===== src/rtl/mux_key_loader_pkg.sv =====
// Shared types and constants for the serial key loader.
// Latency: n/a (declarations only).
// Backpressure: n/a.
package mux_key_loader_pkg;

    // Load sequence: collect key bits, collect parity, verify, then hold.
    typedef enum logic [2:0] {
        IDLE,
        SHIFT,
        PARITY,
        CHECK,
        DONE
    } state_t;

    // Each downstream 4:1 mux takes a {key_1,key_0} select pair.
    localparam int BITS_PER_MUX = 2;

endpackage


===== src/rtl/mux_key_loader_if.sv =====
// Serial key stream in, committed key and load status out.
// Latency: n/a (signal bundle only).
// Backpressure: key_in_ready gates key_in_valid; beats offered without ready are dropped.
// Ports: load_start, key_in, key_in_valid (source -> loader);
//        key_in_ready, key_out, key_valid, busy, err (loader -> source / mux bank).
interface mux_key_loader_if #(
    parameter int KEY_WIDTH = 8
);
    import mux_key_loader_pkg::*;

    logic                 load_start;
    logic                 key_in;
    logic                 key_in_valid;
    logic                 key_in_ready;
    logic [KEY_WIDTH-1:0] key_out;
    logic                 key_valid;
    logic                 busy;
    logic                 err;

    // Key source side.
    modport master (
        output load_start, key_in, key_in_valid,
        input  key_in_ready, key_out, key_valid, busy, err
    );

    // Loader side.
    modport slave (
        input  load_start, key_in, key_in_valid,
        output key_in_ready, key_out, key_valid, busy, err
    );

endinterface


===== src/rtl/mux_key_loader_key_shift_reg.sv =====
// Shadow shift register collecting the serial key, LSB first, with XOR parity.
// Latency: one edge per shifted bit; parity is combinational from q.
// Backpressure: none; shifts only when shift_en is high.
// Ports: clk, rst (sync, active high), clear (sync), shift_en, d (serial in),
//        q (WIDTH-bit shadow), parity (^q).
module key_shift_reg #(
    parameter int WIDTH = 8
) (
    input  logic             clk,
    input  logic             rst,
    input  logic             clear,
    input  logic             shift_en,
    input  logic             d,
    output logic [WIDTH-1:0] q,
    output logic             parity
);

    logic [WIDTH-1:0] q_r;

    // New bits enter at the MSB and move down, so after WIDTH shifts the
    // first bit received sits in bit 0 (equivalent to writing shadow[count]).
    always_ff @(posedge clk) begin
        if (rst || clear) begin
            q_r <= '0;
        end else if (shift_en) begin
            q_r <= {d, q_r[WIDTH-1:1]};
        end
    end

    assign q      = q_r;
    assign parity = ^q_r;

endmodule


===== src/rtl/mux_key_loader.sv =====
// Serial key loader driving the select pairs of a bank of 4:1 locking muxes.
// Latency: key_out/key_valid update on the 2nd edge after the parity beat is accepted.
// Backpressure: key_in_ready high only while collecting key or parity bits; stalls indefinitely.
// Ports: clk, rst (sync, active high), bus (slave modport: load_start, key_in,
//        key_in_valid, key_in_ready, key_out, key_valid, busy, err).
module mux_key_loader
    import mux_key_loader_pkg::*;
#(
    parameter int NUM_MUX = 4
) (
    input  logic               clk,
    input  logic               rst,
    mux_key_loader_if.slave    bus
);

    localparam int KEY_WIDTH = BITS_PER_MUX * NUM_MUX;
    localparam int CNT_WIDTH = $clog2(KEY_WIDTH + 1);

    state_t                state_q;
    state_t                state_d;
    logic [CNT_WIDTH-1:0]  cnt_q;
    logic                  parity_q;
    logic [KEY_WIDTH-1:0]  key_out_q;
    logic                  key_valid_q;
    logic                  err_q;

    logic                  ready;
    logic                  accept;
    logic                  start;
    logic                  shift_en;
    logic                  latch_par;
    logic                  commit;
    logic                  fail;

    logic [KEY_WIDTH-1:0]  shadow;
    logic                  shadow_par;

    assign accept = bus.key_in_valid && ready;

    key_shift_reg #(
        .WIDTH (KEY_WIDTH)
    ) u_shift (
        .clk      (clk),
        .rst      (rst),
        .clear    (start),
        .shift_en (shift_en),
        .d        (bus.key_in),
        .q        (shadow),
        .parity   (shadow_par)
    );

    always_ff @(posedge clk) begin
        if (rst) begin
            state_q <= IDLE;
        end else begin
            state_q <= state_d;
        end
    end

    always_comb begin
        state_d   = state_q;
        ready     = 1'b0;
        start     = 1'b0;
        shift_en  = 1'b0;
        latch_par = 1'b0;
        commit    = 1'b0;
        fail      = 1'b0;
        case (state_q)
            IDLE, DONE: begin
                if (bus.load_start) begin
                    start   = 1'b1;
                    state_d = SHIFT;
                end
            end
            SHIFT: begin
                ready = 1'b1;
                if (accept) begin
                    shift_en = 1'b1;
                    // This beat brings the count to KEY_WIDTH.
                    if (cnt_q == CNT_WIDTH'(KEY_WIDTH - 1)) begin
                        state_d = PARITY;
                    end
                end
            end
            PARITY: begin
                ready = 1'b1;
                if (accept) begin
                    latch_par = 1'b1;
                    state_d   = CHECK;
                end
            end
            CHECK: begin
                // Even parity: data XOR must equal the trailer bit.
                if (shadow_par == parity_q) begin
                    commit = 1'b1;
                end else begin
                    fail = 1'b1;
                end
                state_d = DONE;
            end
            default: begin
                state_d = IDLE;
            end
        endcase
    end

    always_ff @(posedge clk) begin
        if (rst) begin
            cnt_q <= '0;
        end else if (start) begin
            cnt_q <= '0;
        end else if (shift_en) begin
            cnt_q <= cnt_q + CNT_WIDTH'(1);
        end
    end

    always_ff @(posedge clk) begin
        if (rst) begin
            parity_q <= 1'b0;
        end else if (latch_par) begin
            parity_q <= bus.key_in;
        end
    end

    // key_out only changes on a verified commit, so the mux bank never
    // sees a partially shifted key.
    always_ff @(posedge clk) begin
        if (rst) begin
            key_out_q   <= '0;
            key_valid_q <= 1'b0;
            err_q       <= 1'b0;
        end else if (start) begin
            key_valid_q <= 1'b0;
            err_q       <= 1'b0;
        end else if (commit) begin
            key_out_q   <= shadow;
            key_valid_q <= 1'b1;
        end else if (fail) begin
            err_q       <= 1'b1;
        end
    end

    assign bus.key_in_ready = ready;
    assign bus.key_out      = key_out_q;
    assign bus.key_valid    = key_valid_q;
    assign bus.err          = err_q;
    assign bus.busy         = (state_q == SHIFT) || (state_q == PARITY) || (state_q == CHECK);

endmodule


===== src/flat_wrapper.sv =====
// flat-port wrapper written by rule: the top's interface ports become plain ports
module mux_key_loader_flat import mux_key_loader_pkg::*;
#(
    parameter int NUM_MUX = 4
)
  (clk, rst, bus_load_start, bus_key_in, bus_key_in_valid, bus_key_in_ready, bus_key_out, bus_key_valid, bus_busy, bus_err);
  mux_key_loader_if #(.KEY_WIDTH(8)) bus_i ();
  input  logic clk;
  input  logic rst;
  input wire logic [$bits(bus_i.load_start)-1:0] bus_load_start;
  input wire logic [$bits(bus_i.key_in)-1:0] bus_key_in;
  input wire logic [$bits(bus_i.key_in_valid)-1:0] bus_key_in_valid;
  output wire logic [$bits(bus_i.key_in_ready)-1:0] bus_key_in_ready;
  output wire logic [$bits(bus_i.key_out)-1:0] bus_key_out;
  output wire logic [$bits(bus_i.key_valid)-1:0] bus_key_valid;
  output wire logic [$bits(bus_i.busy)-1:0] bus_busy;
  output wire logic [$bits(bus_i.err)-1:0] bus_err;
  assign bus_i.load_start = bus_load_start;
  assign bus_i.key_in = bus_key_in;
  assign bus_i.key_in_valid = bus_key_in_valid;
  assign bus_key_in_ready = bus_i.key_in_ready;
  assign bus_key_out = bus_i.key_out;
  assign bus_key_valid = bus_i.key_valid;
  assign bus_busy = bus_i.busy;
  assign bus_err = bus_i.err;
  mux_key_loader #(.NUM_MUX(NUM_MUX)) u_core (.clk(clk), .rst(rst), .bus(bus_i));
endmodule

===== config.mk =====
export PLATFORM = sky130hd
export DESIGN_NAME = mux_key_loader_flat
export DESIGN_NICKNAME = d
export VERILOG_FILES = /design/src/rtl/mux_key_loader_pkg.sv /design/src/rtl/mux_key_loader_if.sv /design/src/rtl/mux_key_loader_key_shift_reg.sv /design/src/rtl/mux_key_loader.sv /design/src/flat_wrapper.sv
export SDC_FILE = /design/constraint.sdc
export NUM_CORES = 1
export LEC_CHECK = 0
export CAP_MARGIN = 20
export CORE_ASPECT_RATIO = 0.9
export CORE_UTILIZATION = 45
export CTS_CLUSTER_SIZE = 24
export DETAILED_ROUTE_END_ITERATION = 12
export HOLD_SLACK_MARGIN = 0.02
export PLACE_DENSITY = 0.65
export SYNTH_ARGS = -nofsm -noshare
export SYNTH_HDL_FRONTEND = slang
export SYNTH_SLANG_ARGS = --single-unit

===== constraint.sdc =====
create_clock -name clk -period 4.8 [get_ports clk]
set_input_delay 0.48 -clock clk [delete_from_list [all_inputs] [get_ports clk]]
set_output_delay 0.48 -clock clk [all_outputs]
set_load 0.01 [all_outputs]

==> notes.md, run 1 <==
Results of the run.

The flow ran to the end, and the final reports show no timing, DRC or antenna violations. The routed length per placed instance is approximately 12 um. The final timing report lists a hold violation count of 0. The final-report max-slew violation count is 0. The sequential cell area fraction in the yosys report is 0.4421. In this run the tool buffered the top-level ports with 16 buffer cells. The actual transition at the worst max-transition pin is between 0.5 and 0.6 ns. The layout net count is 152. The type of the most critical hold path is reg -> reg.

The post-synthesis adder-cell area fraction is 0.01063. After floorplanning, the core was divided into 17 placement rows. The area taken by multi-input combinational cells is reported as 638.1 um2. 17 I/O pins were placed. The maximum clock skew at final layout is 0.001365 ns. For the worst-skew pair, the clock arrives at the later sink with an insertion delay of roughly 0.32 ns. The detailed-routing iteration count for the pre-antenna-repair pass is 4. The mean post-synth cell area is slightly above 9 um2. CTS added clock buffers totalling 3. The first-pass GRT wire length is roughly 3.6 mm.

The number of nets handed over by synthesis was 134. The tool flagged a number of max-cap violations equal to 0. The initial antenna violation count was 0. The synthesized flop and latch total is 26. The launch point of the critical path is u_core.state_q[1].

After synthesis, the largest family of logic cells by area is simple AND/OR/NAND/NOR gates. The share of synthesized area in the top cell type comes to 0.4421. The share of the core area taken by cells at floorplan is 0.4772.

The critical path depth in cells is 3. The kind of critical path is reg -> out. The tally of nets with antenna violations remaining after routing is 0. The worst setup path is captured at an output pin. After clock tree synthesis, the setup repair step added 0 buffers. The depth of the CTS H-tree is 1.

Summing all multiplexer cells gives an area fraction of 0.1052. The simple-gate share of the synthesized area is 0.2529. The start of the worst register-to-register path is u_core.u_shift.q[4].
run 1: through the flow:
step           total power (W)    util  setup WS [ns]  hold WS [ns]  area [um2]
5_1_grt              0.0004103  0.5745          2.416        0.4870        1418
2_1_floorplan        0.0002386       -          3.200        0.4496        1177
3_3_place_gp         0.0002479  0.5532          2.886        0.4350        1365
3_5_place_dp         0.0002480  0.5532          2.838        0.4430        1365
4_1_cts              0.0003969  0.5745          2.558        0.4726        1418
6_report             0.0003907  0.5745          2.551        0.4681        1418
run 1: area by class of cell:
class                   instances  share of cell area
clock inverters                 1             0.02118
well taps                      28             0.02471
clock buffers                   3             0.01589
multi-input cells              97              0.4501
inverters                       1            0.002648
flip-flops and latches         26              0.3672
repair buffers                 17              0.1183
run 1: worst min path at each step:
| stage | slack, ns | endpoint |
|---|---|---|
| after detailed placement | 0.44 | u_core.bus.err |
| after floorplan | 0.45 | u_core.parity_q |
| final | 0.47 | u_core.bus.err |
| after CTS | 0.47 | u_core.bus.err |
| after global routing | 0.49 | u_core.bus.err |
| after global placement | 0.43 | u_core.bus.err |
run 1: layer usage:
metal  wire (um)  track usage  vias up
li1            -            -      460
met3         105      0.05928        2
met1        1008       0.2023      399
met5           0            0        -
met4          14      0.03659        0
met2         903       0.2711       17
run 1: synth_stat cells:
cell and number:
sky130_fd_sc_hd__clkbuf_1 4, sky130_fd_sc_hd__nor2b_1 3, sky130_fd_sc_hd__a21oi_1 12, sky130_fd_sc_hd__xnor3_1 1
sky130_fd_sc_hd__nand2_1 25, sky130_fd_sc_hd__dfxtp_1 26, sky130_fd_sc_hd__a31oi_1 1, sky130_fd_sc_hd__nand4_1 1
sky130_fd_sc_hd__and4b_1 1, sky130_fd_sc_hd__or2b_1 2, sky130_fd_sc_hd__nand3_1 1, sky130_fd_sc_hd__nor2_1 7
sky130_fd_sc_hd__and3b_1 1, sky130_fd_sc_hd__xor2_1 3, sky130_fd_sc_hd__o21a_1 1, sky130_fd_sc_hd__xnor2_1 4
sky130_fd_sc_hd__xnor3_2 1, sky130_fd_sc_hd__nor3_1 2, sky130_fd_sc_hd__mux2i_4 1, sky130_fd_sc_hd__a21o_1 1
sky130_fd_sc_hd__o21ai_0 1, sky130_fd_sc_hd__nor4bb_1 1, sky130_fd_sc_hd__inv_1 1, sky130_fd_sc_hd__mux2i_1 9
sky130_fd_sc_hd__nand2b_1 15, sky130_fd_sc_hd__o21ba_2 1, sky130_fd_sc_hd__ha_1 1, sky130_fd_sc_hd__mux2_2 1
run 1: report_power, final:
part / leakage [nW] / switching (W) / total [W] / internal, W
Combinational: 0.250 / 0.0000125 / 0.0000245 / 0.0000120
Sequential: 0.210 / 0.00000170 / 0.000219 / 0.000217
Clock: 0.0279 / 0.0000629 / 0.000147 / 0.0000845
Total: 0.488 / 0.0000771 / 0.000391 / 0.000314
run 1: flip-flops by register name, summed over array words and instances (netlist names):
signal                flops
u_core.bus.err            1
u_core.bus.key_out        8
u_core.bus.key_valid      1
u_core.cnt_q              4
u_core.parity_q           1
u_core.state_q            3
u_core.u_shift.q          8
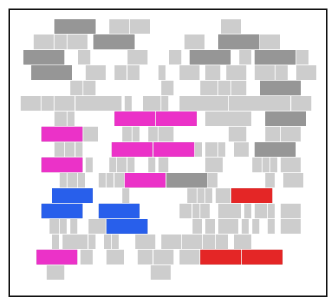
*Sequential cells coloured by netlist name, run 1*
u_core.state_q -> red  # placed flops 3
u_core.cnt_q -> blue  # placed flops 4
u_core.u_shift.q -> magenta  # placed flops 8
not coloured = 11

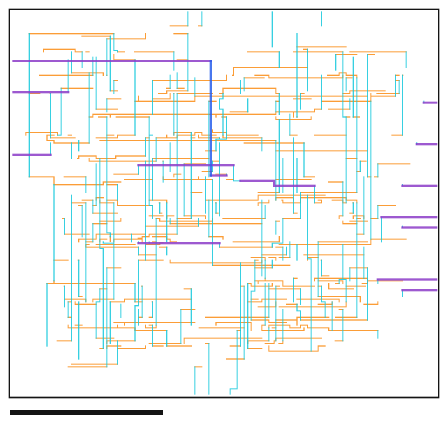
*Signal wires by layer, run 1*
The bar under the picture is 20 um long.
metal 2 -> cyan  # wire length 904 um
metal 3 -> purple  # wire length 105 um
metal 1 -> orange  # wire length 1010 um
metal 4 -> blue  # wire length 15.0 um

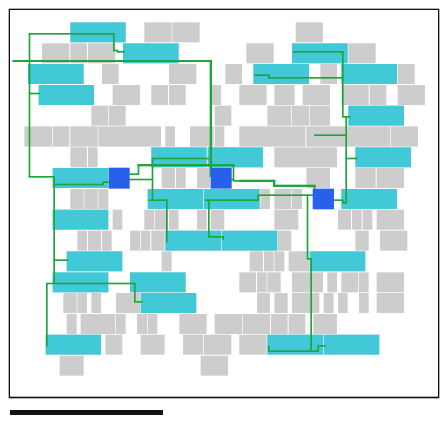
*Clock network drawn from the DEF, run 1*
The bar under the picture is 20 um long.
clock wires -> green  # length 289 um
flip-flops -> cyan  # count 26
clock drivers -> blue  # count 3
routed clock nets = 4
flops lie = spread over the die

## Run 2: what changed since run 1
--- a/config.mk
+++ b/config.mk
@@ -11,7 +11,7 @@
 export CTS_CLUSTER_SIZE = 24
 export DETAILED_ROUTE_END_ITERATION = 12
 export HOLD_SLACK_MARGIN = 0.02
-export PLACE_DENSITY = 0.65
+export PLACE_DENSITY = 0.68
 export SYNTH_ARGS = -nofsm -noshare
 export SYNTH_HDL_FRONTEND = slang
 export SYNTH_SLANG_ARGS = --single-unit
==> constraint.sdc (replaced) <==
create_clock -name clk -period 2 [get_ports clk]
set_input_delay 0.2 -clock clk [delete_from_list [all_inputs] [get_ports clk]]
set_output_delay 0.2 -clock clk [all_outputs]
set_load 0.01 [all_outputs]
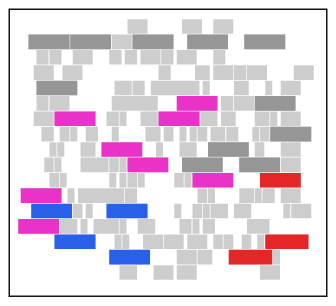
*Sequential cells coloured by netlist name, run 2*
u_core.state_q -> red  # placed flops 3
u_core.u_shift.q -> magenta  # placed flops 8
u_core.cnt_q -> blue  # placed flops 4

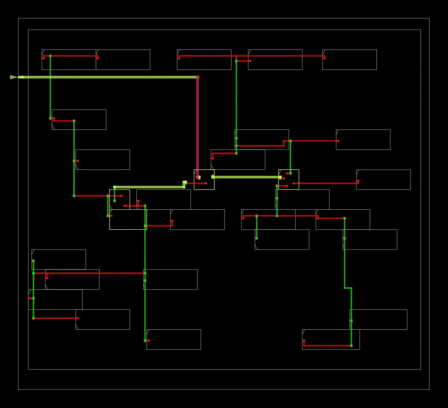
*Clock nets, run 2*
power consumed by the clock network: 0.000263 W
number of sequential storage elements: 26
clock sinks: 26
Inserted Clock Buffers: 3
largest clock skew in the final design: 0.005960 ns

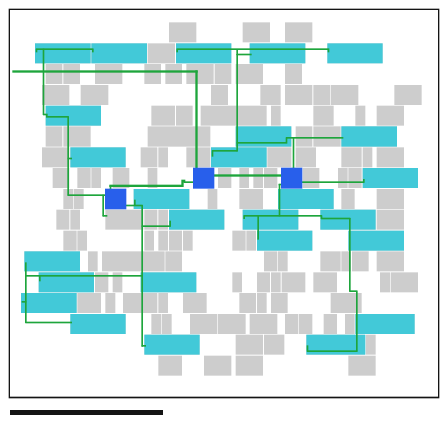
*Clock network drawn from the DEF, run 2*
The bar under the picture is 20 um long.
flip-flops -> cyan  # count 26
clock drivers -> blue  # count 3
clock wires -> green  # length 277 um
routed clock nets = 4
flops lie = spread over the die

==> run 2 against run 1 <==
  * Clock power increased by 79%
  * Flip-flop count unchanged
  * Die size unchanged
  * Worst setup slack got worse by 2.4 ns
  * Synthesized cell count unchanged
  * Area after synthesis unchanged
  * Count of clock-buffer cells in the layout increased by 1
  * Global-route usage increased by 1.4 points
==> notes.md, run 2 <==
Results of the run.

The worst path setup slack after routing was 0.1665 ns (was 2.551 ns). The worst hold slack after final layout was 0.4654 ns (was 0.4681 ns). The die width is 55.92 um (unchanged). The synthesized flop and latch total was 26 (unchanged). The number of buffers inserted by port buffering is 16 (unchanged). The most instantiated library cell after synthesis is sky130_fd_sc_hd__dfxtp_1 (unchanged). The clock latency of the later-clocked register in the worst-skew pair was 0.32 ns (about the same). The start of the worst register-to-register path is u_core.u_shift.q[1] (was u_core.u_shift.q[4]). The mean post-synth cell area was 9.198 um2 (unchanged). The die height is 50.53 um (unchanged).

Result of the run: finished clean (unchanged). The post-synth tally of flip-flops with integrated enable is 0 (unchanged). The post-route setup TNS is 0 ns (unchanged). The layout net count is 153 (was 152). The worst slack after detailed placement was 0.2335 ns (was 2.838 ns). The initial antenna violation count was 0 (unchanged). The leakage power figure is 0.4862 nW (was 0.4878 nW).

The first-pass GRT wire length is 3.774 mm (was 3.553 mm). The actual transition at the worst max-transition pin is 0.4340 ns (was 0.5840 ns). The count of maximum capacitance violations is 0 (unchanged). The predominant post-synthesis flop cell is sky130_fd_sc_hd__dfxtp_1 (unchanged).

The highest achievable clock rate is roughly 550 MHz. The power after layout is 0.0008492 W (was 0.0003907 W). The share of synthesized registers carrying an async set or reset is 0 (unchanged).

The area inside the core boundary is 0.002467 mm2 (unchanged). The kind of capture point of the worst setup path is an output pin (unchanged). The largest net degree at the start of global routing is 17 (was 23). The routed length per placed instance is 12.06 um (was 11.75 um).

The total I/O pin count is 17 (unchanged). The number of warnings in the stage logs is 26 (unchanged). The endpoint of the worst hold path was u_core.u_shift.q[7] (was u_core.bus.err). The sequential cell area fraction in the yosys report is 0.4421 (unchanged). The kind of critical path is reg -> out (unchanged). The number of buffers inserted to repair setup after CTS is 0 (unchanged). The cell row count came to 17 (unchanged). The final-report max-slew violation count was 0 (unchanged).

Leading cell types by count after synthesis: 26 x sky130_fd_sc_hd__dfxtp_1, 25 x sky130_fd_sc_hd__nand2_1, 15 x sky130_fd_sc_hd__nand2b_1 (unchanged). The detailed-routing iteration count for the pre-antenna-repair pass is 4 (unchanged). The number of hold violations in the final report came to 0 (unchanged). The tally of nets with antenna violations remaining after routing is 0 (unchanged). The core utilization before placement is 0.4772 (unchanged). The type of the most critical hold path is in -> reg (was reg -> reg). The post-detailed-routing wire length was 2.098 mm (was 2.032 mm).

The setup slack on the worst flop-to-flop path came to 0.21 ns (was 3.00 ns). The depth of the CTS H-tree is 1 (unchanged). The fraction of synthesized cell area taken by the top area cell type is 0.4421 (unchanged). The net count of the mapped netlist was 134 (unchanged).
-- run 2: cell types whose count changed in the layout (fill, tap and decap cells not counted) --
cell	previous run	this run
sky130_fd_sc_hd__nor2b_1	3	2
sky130_fd_sc_hd__dfxtp_2	0	2
sky130_fd_sc_hd__clkbuf_8	0	1
sky130_fd_sc_hd__bufinv_16	1	0
sky130_fd_sc_hd__dfxtp_1	26	24
sky130_fd_sc_hd__buf_4	1	2
sky130_fd_sc_hd__nor2b_2	0	1
-- run 2: cells by family (layout without fill, tap and decap cells) --
family / count (synthesis) / in the layout / share of synthesized area
compound gates: 17 / 17 / 0.08183
xor+xnor: 9 / 9 / 0.09139
fa+ha+maj: 1 / 1 / 0.01063
buf+inv: 5 / 23 / 0.01593
flops: 26 / 26 / 0.4421
mux: 11 / 11 / 0.1052
simple gates: 59 / 59 / 0.2529
-- run 2: worst max-delay path by stage --
| stage | start | endpoint | slack [ns] | cells after the start |
|---|---|---|---|---|
| after floorplan | u_core.u_shift.q[1] | u_core.bus.key_out[0] | 0.40 | 4 |
| after global placement | u_core.u_shift.q[1] | u_core.bus.key_out[5] | 0.30 | 4 |
| after detailed placement | u_core.u_shift.q[1] | u_core.bus.key_out[1] | 0.23 | 4 |
| after CTS | u_core.state_q[1] | bus_key_in_ready | 0.03 | 3 |
| after global routing | u_core.state_q[1] | bus_key_in_ready | 0.05 | 3 |
| final | u_core.state_q[0] | bus_key_in_ready | 0.17 | 3 |
-- run 2: final cells by class --
cell class	instances	area (um2)	area share
multi-input cells	97	640.6	0.4531
clock buffers	4	36.28	0.02566
well taps	28	35.03	0.02478
repair buffers	18	175.2	0.1239
inverters	1	3.754	0.002655
flip-flops and latches	26	523.0	0.3699
-- run 2: layer usage --
layer	track usage	vias up	wire length, um
met5	0	-	0
met4	0.04878	0	27
met3	0.06186	4	105
met2	0.3052	21	971
met1	0.2079	399	993
li1	-	463	-
-- run 2: where the power goes --
group	internal (W)	switching [W]	total (W)
sequential	0.000521	0.00000445	0.000526
clock	0.000111	0.000152	0.000263
combinational	0.0000299	0.0000305	0.0000604
total	0.000663	0.000187	0.000849
-- run 2: metrics by stage --
| step | area, um2 | instances | utilization |
|---|---|---|---|
| 2_1_floorplan | 1177 | 128 | - |
| 3_3_place_gp | 1373 | 170 | 0.5563 |
| 3_5_place_dp | 1373 | 170 | 0.5563 |
| 4_1_cts | 1409 | 174 | 0.5710 |
| 5_1_grt | 1414 | 174 | 0.5730 |
| 6_report | 1414 | 174 | 0.5730 |
-- run 2: worst max-delay path: cells and delay by family (launching register included) --
family / cells / cell delay, ns
compound gates: 1 / 0.15
simple gates: 1 / 0.23
flops: 1 / 0.41
buf+inv: 1 / 0.52
## Run 3: what changed since run 2
--- a/config.mk
+++ b/config.mk
@@ -12,6 +12,7 @@
 export DETAILED_ROUTE_END_ITERATION = 12
 export HOLD_SLACK_MARGIN = 0.02
 export PLACE_DENSITY = 0.68
+export SKIP_LAST_GASP = 1
 export SYNTH_ARGS = -nofsm -noshare
 export SYNTH_HDL_FRONTEND = slang
 export SYNTH_SLANG_ARGS = --single-unit
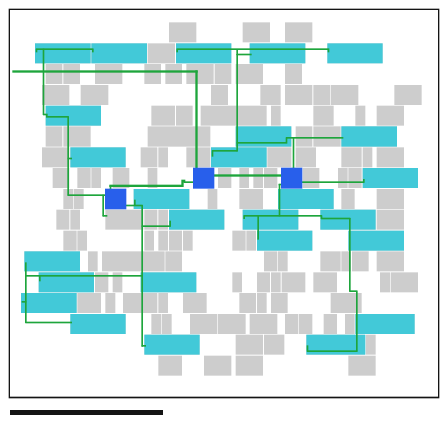
*Clock network drawn from the DEF, run 3*
The bar under the picture is 20 um long.
flip-flops -> cyan  # count 26
clock wires -> green  # length 277 um
clock drivers -> blue  # count 3
routed clock nets = 4

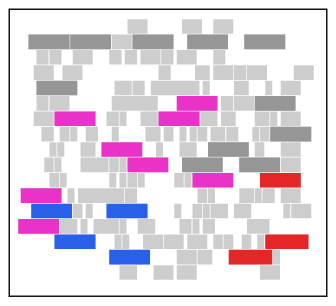
*Sequential cells coloured by netlist name, run 3*
u_core.u_shift.q -> magenta  # placed flops 8
u_core.state_q -> red  # placed flops 3
u_core.cnt_q -> blue  # placed flops 4
not coloured = 11

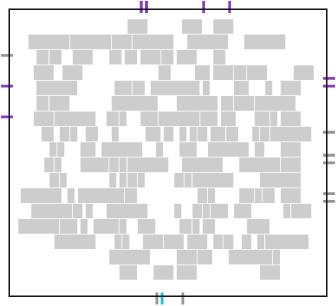
*Pin map, run 3*
Pins as bars across the die edge, other pins in grey.
bus_key_out -> purple  # pins 8, direction output, edge 4 top, 2 right, 2 left
bus_key_in_valid -> cyan  # pins 1, direction input, edge bottom

==> run 3 against run 2 <==
  * Design area unchanged
  * Power unchanged
  * Die size unchanged
  * Flip-flop count unchanged
  * Clock skew unchanged
  * Fmax unchanged
==> notes.md, run 3 <==
Results of the run.

Result of the run: finished clean (unchanged). The sequential share of power is 0.619 (about the same). The family of cells with the greatest summed delay on the critical path is buffers and inverters (unchanged). The layout net count is 153 (unchanged). The actual transition at the worst max-transition pin is 0.4340 ns (unchanged). The count of maximum capacitance violations is 0 (unchanged). The utilization after layout came to 0.5730 (unchanged). The number of clock buffers inserted by TritonCTS came to 3 (unchanged). The largest net degree at the start of global routing is 17 (unchanged). The register clock-pin slew on the reported worst setup and hold paths came to 0.14 ns (about the same). The leakage power figure is 0.4862 nW (unchanged). The maximum clock skew at final layout was 0.005960 ns (unchanged).

The net switching fraction of the power is 0.2197 (unchanged). The cell row count is 17 (unchanged). The predominant post-synthesis flop cell is sky130_fd_sc_hd__dfxtp_1 (unchanged). The core utilization before placement came to 0.4772 (unchanged). The net load switching power is 0.0001865 W (unchanged). Leading cell types by count after synthesis: 26 x sky130_fd_sc_hd__dfxtp_1, 25 x sky130_fd_sc_hd__nand2_1, 15 x sky130_fd_sc_hd__nand2b_1 (unchanged). The die width is 55.92 um (unchanged).

The mean post-synth cell area is 9.198 um2 (unchanged). The die height is 50.53 um (unchanged). The most instantiated library cell after synthesis is sky130_fd_sc_hd__dfxtp_1 (unchanged). The total clock sinks is 26 (unchanged). The kind of capture point of the worst setup path was an output pin (unchanged). The area inside the core boundary was 0.002467 mm2 (unchanged). The power after layout is 0.0008492 W (unchanged). The number of warnings in the stage logs was 26 (unchanged).

The post-synth tally of flip-flops with integrated enable is 0 (unchanged). The net count of the mapped netlist is 134 (unchanged). The number of buffers inserted by port buffering is 16 (unchanged). The detailed-routing iteration count for the pre-antenna-repair pass is 4 (unchanged). The type of the most critical hold path is in -> reg (unchanged). The first-pass GRT wire length was 3.774 mm (unchanged). The kind of critical path is reg -> out (unchanged).

The final-report max-slew violation count is 0 (unchanged). The post-detailed-routing wire length is 2.098 mm (unchanged). The depth of the CTS H-tree is 1 (unchanged). The number of hold violations in the final report came to 0 (unchanged). The synthesized flop and latch total is 26 (unchanged). The internal power contribution is 0.0006627 W (unchanged). The number of buffers inserted to repair setup after CTS came to 0 (unchanged). The clock latency of the later-clocked register in the worst-skew pair is 0.32 ns (about the same).
[run 3: cell families after synthesis]
logic type / after synthesis / share of synthesized area
buffers and inverters: 5 / 0.01593
AND-OR/OR-AND: 17 / 0.08183
XOR/XNOR: 9 / 0.09139
adder cells (fa/ha/maj): 1 / 0.01063
multiplexers: 11 / 0.1052
AND/OR/NAND/NOR: 59 / 0.2529
flip-flops: 26 / 0.4421
[run 3: routing by layer]
layer / track usage / up-vias / part of all wire
met2: 0.3052 / 21 / 0.46
li1: - / 463 / -
met1: 0.2079 / 399 / 0.47
met5: 0 / - / 0
met3: 0.06186 / 4 / 0.050
met4: 0.04878 / 0 / 0.013
[run 3: stage by stage]
step	worst slack (ns)	hold WS [ns]	cell area [um2]
global placement	0.2990	0.4365	1373
global route	0.05202	0.4492	1414
detailed placement	0.2335	0.4579	1373
floorplan	0.3999	0.3360	1177
finish	0.1665	0.4654	1414
CTS	0.03243	0.4614	1409
[run 3: final cells by class]
class	instances	area, um2
clock buffers	4	36.28
inverters	1	3.754
well taps	28	35.03
multi-input cells	97	640.6
flip-flops and latches	26	523.0
repair buffers	18	175.2
fillers	250	1054
[run 3: final timing paths]
check | startpoint | endpoint | slack [ns]
setup / recovery | u_core.state_q[0] | bus_key_in_ready | 0.17
hold reg to reg | u_core.bus.key_out[3] | u_core.bus.key_out[3] | 0.48
setup reg to reg | u_core.u_shift.q[1] | u_core.bus.key_out[7] | 0.21
hold / removal | bus_key_in | u_core.u_shift.q[7] | 0.47
[run 3: worst min-delay path, delay by kind of cell]
kind | cells | cell delay (ns)
buffers and inverters | 1 | 0.42
AND/OR/NAND/NOR | 1 | 0.07
AND-OR/OR-AND | 1 | 0.06
[run 3: power groups by stage]
stage	clock, W	sequential, W	combinational (W)
finish	0.000263	0.000526	0.0000604
global route	0.000295	0.000527	0.0000659
CTS	0.000271	0.000525	0.0000609
detailed placement	0	0.000537	0.0000607
global placement	0	0.000536	0.0000601
floorplan	0	0.000536	0.0000371
Power and IR drop assume default switching activity.
